--- src/rtl/counter_tick_ctrl.sv ---
// rtl/counter_tick_ctrl.sv - debounced run/dir/step buttons and prescaled enable tick for up_down_counter
// A STOP/RUN FSM gates the prescaler; in STOP a step press yields exactly one enable cycle.
module counter_tick_ctrl #(
  parameter int DIV_W      = 8,
  parameter int DEB_CYCLES = 4,
  parameter int DEB_W      = 3
) (
  input  logic             clk,
  input  logic             rst,
  input  logic [DIV_W-1:0] div_ratio,
  input  logic             run_btn,
  input  logic             dir_btn,
  input  logic             step_btn,
  output logic             enable,
  output logic             sel,
  output logic             running
);

  localparam int NB = 3;
  localparam logic [DEB_W-1:0] DEB_LAST = DEB_W'(DEB_CYCLES - 1);

  typedef enum logic {ST_STOP = 1'b0, ST_RUN = 1'b1} state_t;

  logic [NB-1:0]    w_raw;
  logic [NB-1:0]    w_press;
  logic             w_run_ev;
  logic             w_dir_ev;
  logic             w_step_ev;
  state_t           r_state;
  logic [DIV_W-1:0] r_div_cnt;
  logic             r_enable;
  logic             r_sel;
  logic             r_running;

  assign w_raw = {step_btn, dir_btn, run_btn};

  for (genvar b = 0; b < NB; b++) begin : g_btn
    logic             r_sync1;
    logic             r_sync2;
    logic             r_stable;
    logic [DEB_W-1:0] r_deb_cnt;
    logic             w_accept;

    // Press is combinational so the FSM reacts on the same edge the level is accepted.
    assign w_accept   = (r_sync2 != r_stable) && (r_deb_cnt == DEB_LAST);
    assign w_press[b] = w_accept && r_sync2;

    always_ff @(posedge clk or negedge rst) begin
      if (!rst) begin
        r_sync1   <= 1'b0;
        r_sync2   <= 1'b0;
        r_stable  <= 1'b0;
        r_deb_cnt <= '0;
      end else begin
        r_sync1 <= w_raw[b];
        r_sync2 <= r_sync1;
        if (r_sync2 == r_stable) begin
          r_deb_cnt <= '0;
        end else if (w_accept) begin
          r_stable  <= r_sync2;
          r_deb_cnt <= '0;
        end else begin
          r_deb_cnt <= r_deb_cnt + 1'b1;
        end
      end
    end
  end

  assign w_run_ev  = w_press[0];
  assign w_dir_ev  = w_press[1];
  assign w_step_ev = w_press[2];

  always_ff @(posedge clk or negedge rst) begin
    if (!rst) begin
      r_state   <= ST_STOP;
      r_div_cnt <= '0;
      r_enable  <= 1'b0;
      r_sel     <= 1'b0;
      r_running <= 1'b0;
    end else begin
      if (w_dir_ev) begin
        r_sel <= ~r_sel;
      end
      case (r_state)
        ST_STOP: begin
          r_div_cnt <= '0;
          if (w_run_ev) begin
            r_state   <= ST_RUN;
            r_running <= 1'b1;
            r_enable  <= 1'b0;
          end else begin
            r_enable <= w_step_ev;
          end
        end
        ST_RUN: begin
          // Stop takes priority over a coincident prescaler wrap.
          if (w_run_ev) begin
            r_state   <= ST_STOP;
            r_running <= 1'b0;
            r_div_cnt <= '0;
            r_enable  <= 1'b0;
          end else if (r_div_cnt >= div_ratio) begin
            r_div_cnt <= '0;
            r_enable  <= 1'b1;
          end else begin
            r_div_cnt <= r_div_cnt + 1'b1;
            r_enable  <= 1'b0;
          end
        end
        default: begin
          r_state   <= ST_STOP;
          r_running <= 1'b0;
          r_div_cnt <= '0;
          r_enable  <= 1'b0;
        end
      endcase
    end
  end

  assign enable  = r_enable;
  assign sel     = r_sel;
  assign running = r_running;

endmodule
--- config.mk ---
export PLATFORM = sky130hd
export DESIGN_NAME = counter_tick_ctrl
export DESIGN_NICKNAME = d
export VERILOG_FILES = /design/src/rtl/counter_tick_ctrl.sv
export SDC_FILE = /design/constraint.sdc
export NUM_CORES = 1
export LEC_CHECK = 0
export CAP_MARGIN = 20
export CORE_ASPECT_RATIO = 1.4
export CORE_MARGIN = 5
export CORE_UTILIZATION = 45
export CTS_CLUSTER_DIAMETER = 50
export DETAILED_ROUTE_END_ITERATION = 12
export PLACE_DENSITY = 0.66
export REMOVE_ABC_BUFFERS = 1
export SETUP_SLACK_MARGIN = 0.05
export SLEW_MARGIN = 20
export SYNTH_ARGS = -nofsm -noshare
export SYNTH_HDL_FRONTEND = slang
export SYNTH_SLANG_ARGS = --single-unit
--- constraint.sdc ---
create_clock -name clk -period 3.45 [get_ports clk]
set_clock_uncertainty 0.05 [all_clocks]
set_input_delay 0.69 -clock clk [delete_from_list [all_inputs] [get_ports clk]]
set_output_delay 0.69 -clock clk [all_outputs]
set_load 0.05 [all_outputs]
Run 1, signal wires on met2:
The bar under the picture is 20 um long.
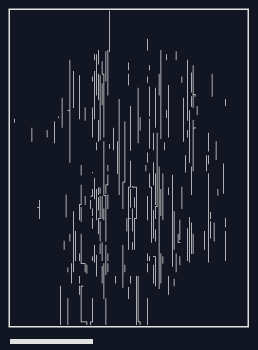
share of all routed wire: 52%
wire length on this layer: 1090 um
nets with wire on the layer: 137
met2 usage: 16.97%
Routed WL: 2.098 mm
DR vias: 862

Run 1, cell outlines without signal wires:
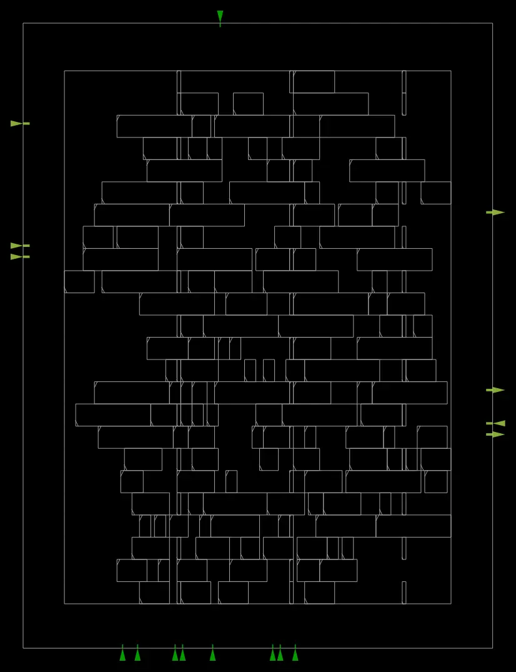
Layout Cells excl Fill: 178
final sequential cell count: 30
Well Taps: 39

Run 1, power grid:
Pins as bars on the die edge. Tap cells in gray.
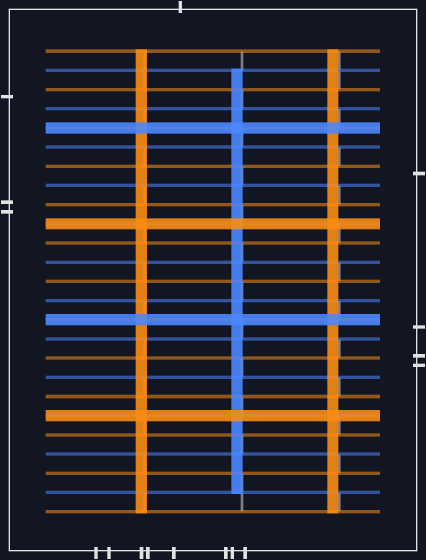
| net | color |
|---|---|
| VDD | blue |
| VSS | orange |
met1 rails: 25
rows: 24
met4 straps: 3
met5 straps: 4

==> results.yml, run 1 <==
# implementation run metrics
hold_path:
  hp-start: "g_btn[2].r_sync1$_DFF_PN0_"
  hold_end: "g_btn[2].r_sync2$_DFF_PN0_"
  hp-class: "reg2reg"
synthesis:
  syn_avg_cell_area_um2: 12.38
  top_area_cell: "dfrtp_1"
  ff_type: "dfrtp_1"
  common_cells: "dfrtp_1 (30), ha_1 (14), inv_1 (9)"
  netlist_area_um2: 1424
  ys_top_cells_by_area: "dfrtp_1 (53%), ha_1 (12%), xnor2_1 (4.3%)"
final_layout:
  lay_top_count: "dfrtp_1"
  logic_area_um2: 639.4
  final_util_pct: 55.78
  drive_gt1_share_pct: 14.39
drt:
  route.detailed.drc: 0
  viasPerCell: 4.843
  postRouteAntennaNets: 0
critical_path:
  crit_end: "enable$_DFF_PN0_"
  critPathKind: "in2reg"
  rr_worst_depth: 7
  start_kind: "input pin"
  crit_path_top_delay_cell: "or4_4"
  endpoint_kind: "register"
  reg2reg_setup_slack_ns: 1.62
  timing.rr.end: "running$_DFFE_PN0P_"
clock_network:
  tritoncts: "built"
  cts_root_buf: "clkbuf_8"
  cts_max_path_buffers: 2
  clock.latency.late_pin_ns: 0.27
power:
  p_leak_nw: 0.8084
  p_per_area_nw_per_um2: 663.3
global_routing:
  track_usage_pct: 11.36
  grt_pass1_vias: 903
  antenna_found_initial: 0
timing:
  worstMarginPinSlew_ns: 0.4902
  period_needed_ns: 2.257
  setup_viol: 0
  period_used_pct: 65.43
  setup_slack_ns: 1.193
outcome:
  status: "finished, final reports clean"
floorplanning:
  die_h_um: 76.56
  fp_util_pct: 46.04
placed_design:
  portBuffers: 15
flow_run:
  max_cap_viol_count: 0
[run 1: report_power, final]
group / leakage, nW / internal (mW) / switching [mW] / total [mW]
registers: 0.383 / 0.436 / 0.0550 / 0.491
clock network: 0.0472 / 0.160 / 0.126 / 0.286
logic: 0.378 / 0.170 / 0.197 / 0.367
total: 0.808 / 0.766 / 0.379 / 1.14
[run 1: routing by layer]
| layer | wire, um | track usage (%) |
|---|---|---|
| met5 | 0 | 0 |
| met4 | 24 | 4.176 |
| met3 | 95 | 5.085 |
| met2 | 1086 | 16.97 |
| met1 | 891 | 14.32 |
[run 1: sequential cells by signal (all words and copies together), names as in the netlist]
name	count
g_btn.r_sync2	3
g_btn.r_stable	3
enable	1
sel	1
g_btn.r_sync1	3
running	1
g_btn.r_deb_cnt	9
r_div_cnt	8
r_state	1
[run 1: critical path, delay by kind of cell]
kind / cells / cell delay [ns]
AND/OR/NAND/NOR: 2 / 0.72
buffers and inverters: 2 / 0.50
AND-OR/OR-AND: 2 / 0.28
adder cells (fa/ha/maj): 1 / 0.18
[run 1: logic make-up (layout without fill, tap and decap cells)]
| logic type | after synthesis | in the layout | share of synthesized area (%) |
|---|---|---|---|
| AOI/OAI and AO/OA | 7 | 7 | 5.800 |
| xor gates and xnor gates | 10 | 10 | 6.152 |
| adders and majority gates | 14 | 14 | 12.30 |
| buffers and inverters | 9 | 33 | 2.372 |
| DFF | 30 | 30 | 52.72 |
| muxes | 3 | 3 | 2.372 |
| and+or+nand+nor | 42 | 42 | 18.28 |
[run 1: final cells by class]
cell class / instances / area share, %
clock inverter: 2 / 0.7252
clock buffer: 6 / 4.786
timing repair buffer: 16 / 9.137
inverter: 9 / 1.958
tap: 39 / 2.828
sequential: 30 / 43.51
multi-input combinational: 76 / 37.06
Run 1, cell classes on the final placement:
The bar under the picture is 20 um long. Fill, decap, tap and diode cells in gray.
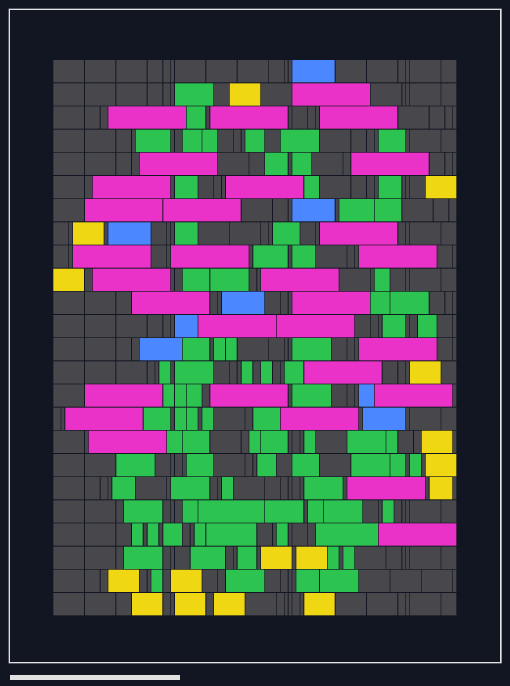

==> run 1 -> run 2 <==
PLACE_DENSITY = 0.69   (was 0.66)
clock period = 1.95 ns   (was 3.45 ns; I/O delays follow)
Run 2, cell classes on the final placement:
The bar under the picture is 20 um long. Fill, decap, tap and diode cells in gray.
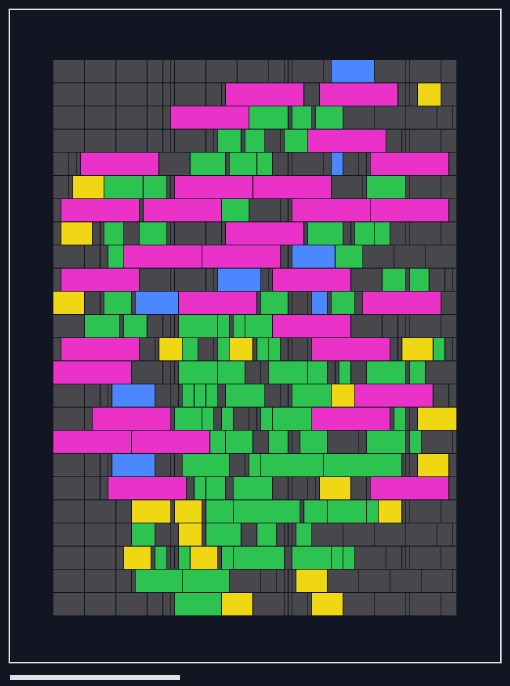
| class | color | cells | share of their area |
|---|---|---|---|
| combinational and other logic | green | 86 | 41% |
| clock drivers and dummy loads | blue | 8 | 5.2% |
| other buffers and delay cells | yellow | 20 | 11% |
| flops | magenta | 30 | 43% |
core region area: 3093 um^2
flop share of the area: 41.90%
post-route cell area: 1792 um^2
post-layout util: 57.93%
row cnt: 24

==> results.yml, run 2 <==
# implementation run metrics
critical_path:
  crit_path_top_delay_cell: "clkdlybuf4s50_1"
  crit_family: "buffers and inverters"
  reg2reg_setup_slack_ns: 0.13
  endpoint_kind: "primary output"
  critPathKind: "reg2out"
  start_kind: "register"
synthesis:
  ys_top_cells_by_area: "dfrtp_1 (53%), ha_1 (12%), xnor2_1 (4.3%)"
  ys_sh_mux_pct: 2.373
  synth-adder-area-share_pct: 12.30
  synth-xor-area-share_pct: 6.151
  yosys.area_share.simple_pct: 18.28
  common_cells: "dfrtp_1 (30), ha_1 (14), inv_1 (9)"
  compound_area_share_pct: 5.800
  top_area_cell: "dfrtp_1"
  netlist_area_um2: 1424
global_routing:
  track_usage_pct: 12.96
  grt_util_met1_pct: 14.33
  busiest_layer: "met2"
  use_met3_pct: 3.898
  grt_util_met2_pct: 21.61
drt:
  wirelength_mm: 2.415
  route.detailed.drc: 0
  postRouteAntennaNets: 0
  viasPerCell: 4.934
  via_count: 903
timing:
  worstMarginPinSlew_ns: 0.4990
  setup_viol: 0
  setup_slack_ns: 0.1313
  period_used_pct: 93.26
  period_needed_ns: 1.819
clock_network:
  tritoncts: "built"
  cts_max_path_buffers: 2
  cts_root_buf: "clkbuf_8"
power:
  netSwitchingFraction_pct: 33.23
  combPwrFrac_pct: 32.9
  p_switching_uw: 680.0
  p_leak_nw: 0.8393
  p_int_mw: 1.367
  pwr-share-clk_pct: 24.5
final_layout:
  lay_top_count: "dfrtp_1"
  fin_cells: 183
  largest_register: "g_btn.r_deb_cnt"
  reg_top3: "g_btn.r_deb_cnt x9, r_div_cnt x8"
  drive_gt1_share_pct: 22.22
floorplanning:
  die_h_um: 76.56
placed_design:
  portBuffers: 15
hold_path:
  hp-class: "reg2reg"
outcome:
  status: "finished, final reports clean"
flow_run:
  max_cap_viol_count: 0
==> run 2: final cells by class <==
| type | count | area (um^2) | area share [%] |
|---|---|---|---|
| clock inverter | 1 | 5.005 | 0.2793 |
| sequential | 30 | 750.7 | 41.90 |
| inverter | 9 | 33.78 | 1.885 |
| multi-input combinational | 77 | 680.7 | 37.99 |
| timing repair buffer | 20 | 186.4 | 10.41 |
| tap | 39 | 48.80 | 2.723 |
| clock buffer | 7 | 86.33 | 4.818 |
==> run 2: path summary, 6_finish.rpt <==
path / start / end / cells past startpoint
worst max-delay path: enable$_DFF_PN0_ / enable / 1
worst min-delay path: g_btn[2].r_sync1$_DFF_PN0_ / g_btn[2].r_sync2$_DFF_PN0_ / 0
worst max register to register: r_div_cnt[4]$_DFF_PN0_ / enable$_DFF_PN0_ / 5
worst min register to register: g_btn[2].r_sync1$_DFF_PN0_ / g_btn[2].r_sync2$_DFF_PN0_ / 0
max in group asynchronous: rst / r_div_cnt[2]$_DFF_PN0_ / 2
min in group asynchronous: rst / running$_DFFE_PN0P_ / 2
==> run 2: metal layers <==
layer | routed length (um) | vias up
li1 | - | 446
met1 | 971 | 439
met2 | 1314 | 12
met3 | 78 | 6
met4 | 51 | 0
met5 | 0 | -
==> run 2: power groups by stage <==
stage          Sequential (mW)  Combinational [mW]  Clock, mW
3_5_place_dp             0.885               0.656          0
5_1_grt                  0.896               0.759      0.554
6_report                 0.872               0.674      0.502
3_3_place_gp             0.874               0.628          0
4_1_cts                  0.874               0.682      0.517
2_1_floorplan            0.963               0.395          0
==> run 2: cells by family after synthesis <==
| family | after synthesis |
|---|---|
| AND-OR/OR-AND | 7 |
| XOR/XNOR | 10 |
| adder cells (fa/ha/maj) | 14 |
| buffers and inverters | 9 |
| flip-flops | 30 |
| multiplexers | 3 |
| AND/OR/NAND/NOR | 42 |
Power is estimated from default activity; no workload was simulated.
